Fig. 1: signal wires by layer
(4 px per um)
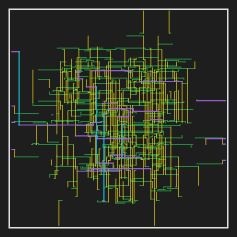
Fig. 2: M3 wires
(8 px per um)
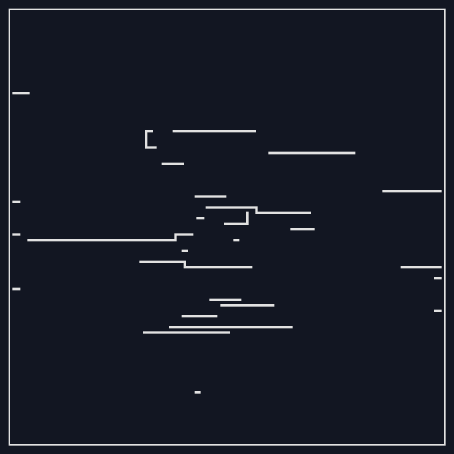
Fig. 3: clock network drawn from the DEF
(8 px per um)
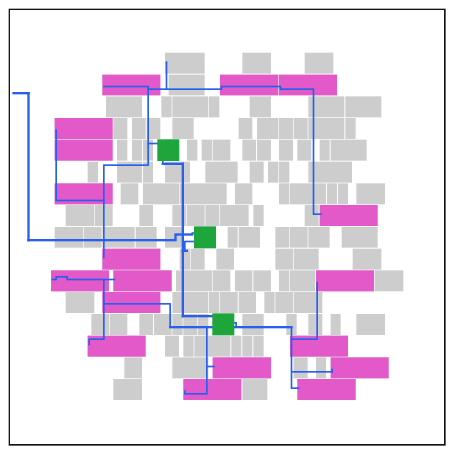
Fig. 4: gate families picked out
(4 px per um)
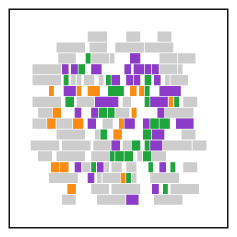
Fig. 5: the clock network
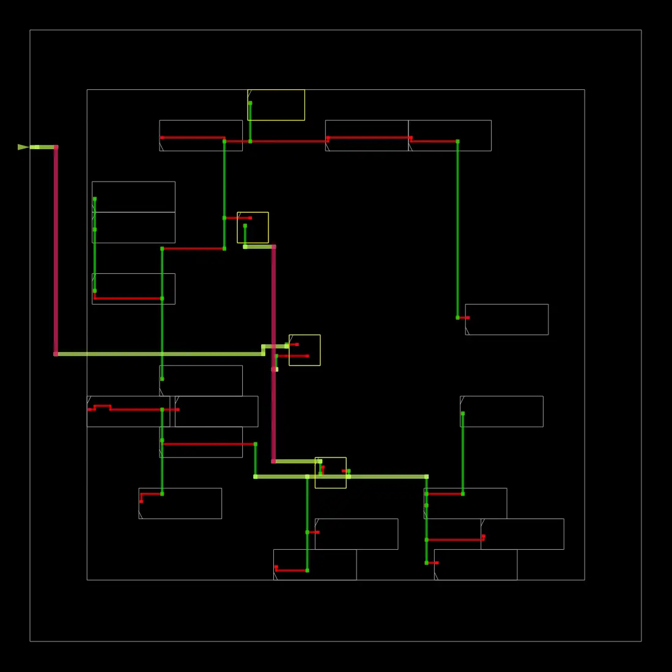
[src/rtl/rstseq_pkg.sv]
// Shared types and helpers for the reset release sequencer.
package rstseq_pkg;

    typedef enum logic [1:0] {
        ASSERT  = 2'd0,
        HOLD    = 2'd1,
        RELEASE = 2'd2,
        DONE    = 2'd3
    } rstseq_state_t;

    function automatic int max(input int a, input int b);
        return (a > b) ? a : b;
    endfunction

endpackage

[src/rtl/rstseq_sync.sv]
// One-bit multi-flop synchroniser; resets to 0 so an unsynchronised request reads as asserted.
module rstseq_sync #(
    parameter int STAGES = 2
) (
    input  logic clk_sampler,
    input  logic rst,
    input  logic d,
    output logic q
);

    logic [STAGES-1:0] chain_reg;

    always_ff @(posedge clk_sampler) begin
        if (rst) begin
            chain_reg <= '0;
        end else begin
            chain_reg <= {chain_reg[STAGES-2:0], d};
        end
    end

    assign q = chain_reg[STAGES-1];

endmodule

[src/rtl/rstseq.sv]
// Multi-channel reset request synchroniser with minimum-width hold and staggered
// in-order release of the downstream active-low resets.
module rstseq
    import rstseq_pkg::*;
#(
    parameter int NCH         = 2,
    parameter int NOUT        = 3,
    parameter int SYNC_STAGES = 2,
    parameter int MIN_ASSERT  = 4,
    parameter int GAP         = 3
) (
    input  logic            clk_sampler,
    input  logic            rst,
    input  logic [NCH-1:0]  rst_req_n,
    output logic [NOUT-1:0] rst_out_n,
    output logic            seq_done,
    output logic [1:0]      seq_state,
    output logic [NCH-1:0]  cause
);

    localparam int CW = $clog2(max(MIN_ASSERT, GAP) + 1);
    localparam int IW = $clog2(NOUT) + 1;

    logic [NCH-1:0]  req_s;
    logic            any_req;

    rstseq_state_t   state_reg, state_next;
    logic [CW-1:0]   cnt_reg, cnt_next;
    logic [IW-1:0]   idx_reg, idx_next;
    logic [NOUT-1:0] out_reg, out_next;
    logic            done_reg, done_next;
    logic [NCH-1:0]  cause_reg, cause_next;

    generate
        for (genvar gi = 0; gi < NCH; gi++) begin : g_sync
            rstseq_sync #(.STAGES(SYNC_STAGES)) u_sync (
                .clk_sampler (clk_sampler),
                .rst         (rst),
                .d           (rst_req_n[gi]),
                .q           (req_s[gi])
            );
        end
    endgenerate

    assign any_req = ~&req_s;

    always_ff @(posedge clk_sampler) begin
        if (rst) begin
            state_reg <= ASSERT;
            cnt_reg   <= '0;
            idx_reg   <= '0;
            out_reg   <= '0;
            done_reg  <= 1'b0;
            cause_reg <= '0;
        end else begin
            state_reg <= state_next;
            cnt_reg   <= cnt_next;
            idx_reg   <= idx_next;
            out_reg   <= out_next;
            done_reg  <= done_next;
            cause_reg <= cause_next;
        end
    end

    // Requests always win over a terminal count in the same cycle.
    always_comb begin
        state_next = state_reg;
        cnt_next   = cnt_reg;
        idx_next   = idx_reg;
        out_next   = out_reg;
        done_next  = done_reg;
        case (state_reg)
            ASSERT: begin
                out_next  = '0;
                done_next = 1'b0;
                if (!any_req) begin
                    state_next = HOLD;
                    cnt_next   = '0;
                end
            end
            HOLD: begin
                if (any_req) begin
                    state_next = ASSERT;
                end else if (cnt_reg == CW'(MIN_ASSERT - 1)) begin
                    out_next[0] = 1'b1;
                    cnt_next    = '0;
                    idx_next    = IW'(1);
                    if (NOUT == 1) begin
                        state_next = DONE;
                        done_next  = 1'b1;
                    end else begin
                        state_next = RELEASE;
                    end
                end else begin
                    cnt_next = cnt_reg + CW'(1);
                end
            end
            RELEASE: begin
                if (any_req) begin
                    state_next = ASSERT;
                    out_next   = '0;
                end else if (cnt_reg == CW'(GAP - 1)) begin
                    for (int i = 0; i < NOUT; i++) begin
                        if (idx_reg == IW'(i)) out_next[i] = 1'b1;
                    end
                    cnt_next = '0;
                    if (idx_reg == IW'(NOUT - 1)) begin
                        state_next = DONE;
                        done_next  = 1'b1;
                    end else begin
                        idx_next = idx_reg + IW'(1);
                    end
                end else begin
                    cnt_next = cnt_reg + CW'(1);
                end
            end
            DONE: begin
                if (any_req) begin
                    state_next = ASSERT;
                    out_next   = '0;
                    done_next  = 1'b0;
                end
            end
            default: state_next = ASSERT;
        endcase
    end

    // A fresh episode starting from RELEASE/DONE discards the previous record.
    always_comb begin
        cause_next = cause_reg;
        if (state_reg == ASSERT || state_reg == HOLD) begin
            cause_next = cause_reg | ~req_s;
        end else if (state_next == ASSERT) begin
            cause_next = ~req_s;
        end
    end

    assign rst_out_n = out_reg;
    assign seq_done  = done_reg;
    assign seq_state = state_reg;
    assign cause     = cause_reg;

endmodule

[config.mk]
export PLATFORM = sky130hd
export DESIGN_NAME = rstseq
export DESIGN_NICKNAME = d
export VERILOG_FILES = /design/src/rtl/rstseq_pkg.sv /design/src/rtl/rstseq_sync.sv /design/src/rtl/rstseq.sv
export SDC_FILE = /design/constraint.sdc
export NUM_CORES = 1
export LEC_CHECK = 0
export ABC_AREA = 0
export ABC_CLOCK_PERIOD_IN_PS = 4150
export CAP_MARGIN = 20
export CORE_MARGIN = 5
export CORE_UTILIZATION = 55
export CTS_CLUSTER_DIAMETER = 60
export CTS_CLUSTER_SIZE = 10
export DETAILED_ROUTE_END_ITERATION = 7
export PLACE_DENSITY = 0.78
export SYNTH_ARGS = -nofsm -noshare
export SYNTH_HDL_FRONTEND = slang
export SYNTH_SLANG_ARGS = --single-unit
[constraint.sdc]
create_clock -name clk_sampler -period 4.15 [get_ports clk_sampler]
set_input_delay 0.83 -clock clk_sampler [delete_from_list [all_inputs] [get_ports clk_sampler]]
set_output_delay 0.83 -clock clk_sampler [all_outputs]
set_load 0.005 [all_outputs]
==> results.py <==
# Metrics from the implementation run
metrics = {
    "status": {
        "status": "finished clean",
    },
    "setup_path": {
        "path_class": "in -> reg",
        "path_max_fanout": 19,
        "slowest_stage": "clkdlybuf4s50_1",
        "cp.required_ns": 4.35,
    },
    "synthesis": {
        "ys_top_cells_by_area": "dfxtp_1 33%, ha_1 14%, nand2_1 4.5%",
        "syn_nets": 144,
        "ys_seq_share": 0.334,
        "edf_count": 0,
        "most_common_cell": "dfxtp_1",
        "synth_flops": 18,
        "ys_cells": 128,
        "largest_area_cell": "dfxtp_1",
    },
    "die": {
        "die-area_um2": 2940,
        "fp_util": 0.561,
        "rows": 16,
        "io_pins": 12,
        "die_height_um": 54.3,
        "fp.dieW_um": 54.3,
    },
    "sta": {
        "slew_headroom": 0.546,
        "drv_slew": 0,
        "finalClockSkew_ns": 0.00268,
        "fin_crit_ns": 2.28,
        "finalClockPeriodUsage": 0.549,
        "timing.fmax_mhz": 439,
    },
    "placed_design": {
        "gp_congestion": 0.831,
    },
    "power_and_ir_drop": {
        "vdd_drop_max_mv": 0.159,
        "cellPowerDensity_nw_per_um2": 252,
        "power_frac_seq": 0.584,
        "switching_share": 0.227,
        "switching_power_mw": 0.0702,
        "p_clk_mw": 0.112,
    },
    "global_routing": {
        "top_usage_layer": "met2",
        "groute.usage.overall": 0.183,
        "grt_max_degree": 20,
        "grtUsageMet1": 0.221,
        "grtUsageMet3": 0.0409,
    },
    "detailed_routing": {
        "totalWireLength_um": 2280,
        "routed.top_layer": "met4",
        "met2_length_um": 1100,
        "antenna_left": 0,
    },
    "cts": {
        "cts.path.max_buffers": 2,
        "clock_latency_ns": 0.30,
        "cts_tree": "built",
    },
    "finish": {
        "drive_gt1_frac": 0.0730,
    },
    "hold_path": {
        "hold_class": "reg -> reg",
    },
    "run": {
        "drv_cap": 0,
    },
}
About Fig. 1:
metal 2 -> yellow  # wire length 1100 um
metal 3 -> purple  # wire length 146 um
metal 1 -> green  # wire length 965 um
metal 4 -> cyan  # wire length 67.3 um

About Fig. 2:
share of all routed wire = 6.4%
nets with wire on the layer = 20
main direction = horizontal

About Fig. 3:
clock drivers -> green  # count 3
flip-flops -> magenta  # count 18
clock wires -> blue  # length 250 um
routed clock nets = 4

About Fig. 4:
inverting AOI/OAI gates -> purple  # cells 32, most used a21oi_1
NOR gates -> orange  # cells 16, most used nor2_1
NAND gates -> green  # cells 27, most used nand2_1, where centre

About Fig. 5:
CTS Buf Count: 3
Clock Sinks: 18
# clk buffers: 4

-- placed cells by master, fill, tap and decap left out, types with 2 or more instances in the layout --
cell type        instances
or3_1                    2
nand2_1                 13
o221ai_1                 2
clkbuf_4                 3
ha_1                    12
o21ai_0                  7
clkdlybuf4s50_1         11
inv_1                   10
a31oi_1                  3
dfxtp_1                 18
nor2b_1                  6
nand2b_1                 3
nand3_1                  4
nand4_1                  5
nor2_1                   7
a21oi_1                  9
a211oi_2                 2
o211ai_1                 2
-- metrics by stage --
| stage | hold slack, ns | instance area (um2) | instances |
|---|---|---|---|
| after floorplan | 0.414 | 1080 | 128 |
| after global placement | 0.418 | 1190 | 160 |
| after detailed placement | 0.449 | 1190 | 160 |
| after CTS | 0.467 | 1230 | 164 |
| after global routing | 0.472 | 1230 | 164 |
| final | 0.462 | 1230 | 164 |
-- area by class of cell --
type                    instances  area [um2]  area share
inverters                      11        41.3      0.0336
repair buffers                 11         110      0.0897
clock buffers                   4        36.3      0.0296
multi-input cells              93         646       0.526
well taps                      27        33.8      0.0275
flip-flops and latches         18         360       0.294
-- final timing paths --
check                           startpoint  slack (ns)  cells past startpoint                            end
max reg2reg                   seq_state[0]        2.15                      6                   rst_out_n[0]
max                                    rst        1.87                      5                     idx_reg[2]
min reg2reg  g_sync[0].u_sync.chain_reg[0]        0.46                      1  g_sync[0].u_sync.chain_reg[1]
min          g_sync[0].u_sync.chain_reg[0]        0.46                      1  g_sync[0].u_sync.chain_reg[1]
-- logic make-up after synthesis --
kind of cell,share of synthesized area
AND-OR/OR-AND,0.218
adder cells (fa/ha/maj),0.139
buffers and inverters,0.0662
flip-flops,0.334
multiplexers,0.0105
AND/OR/NAND/NOR,0.231
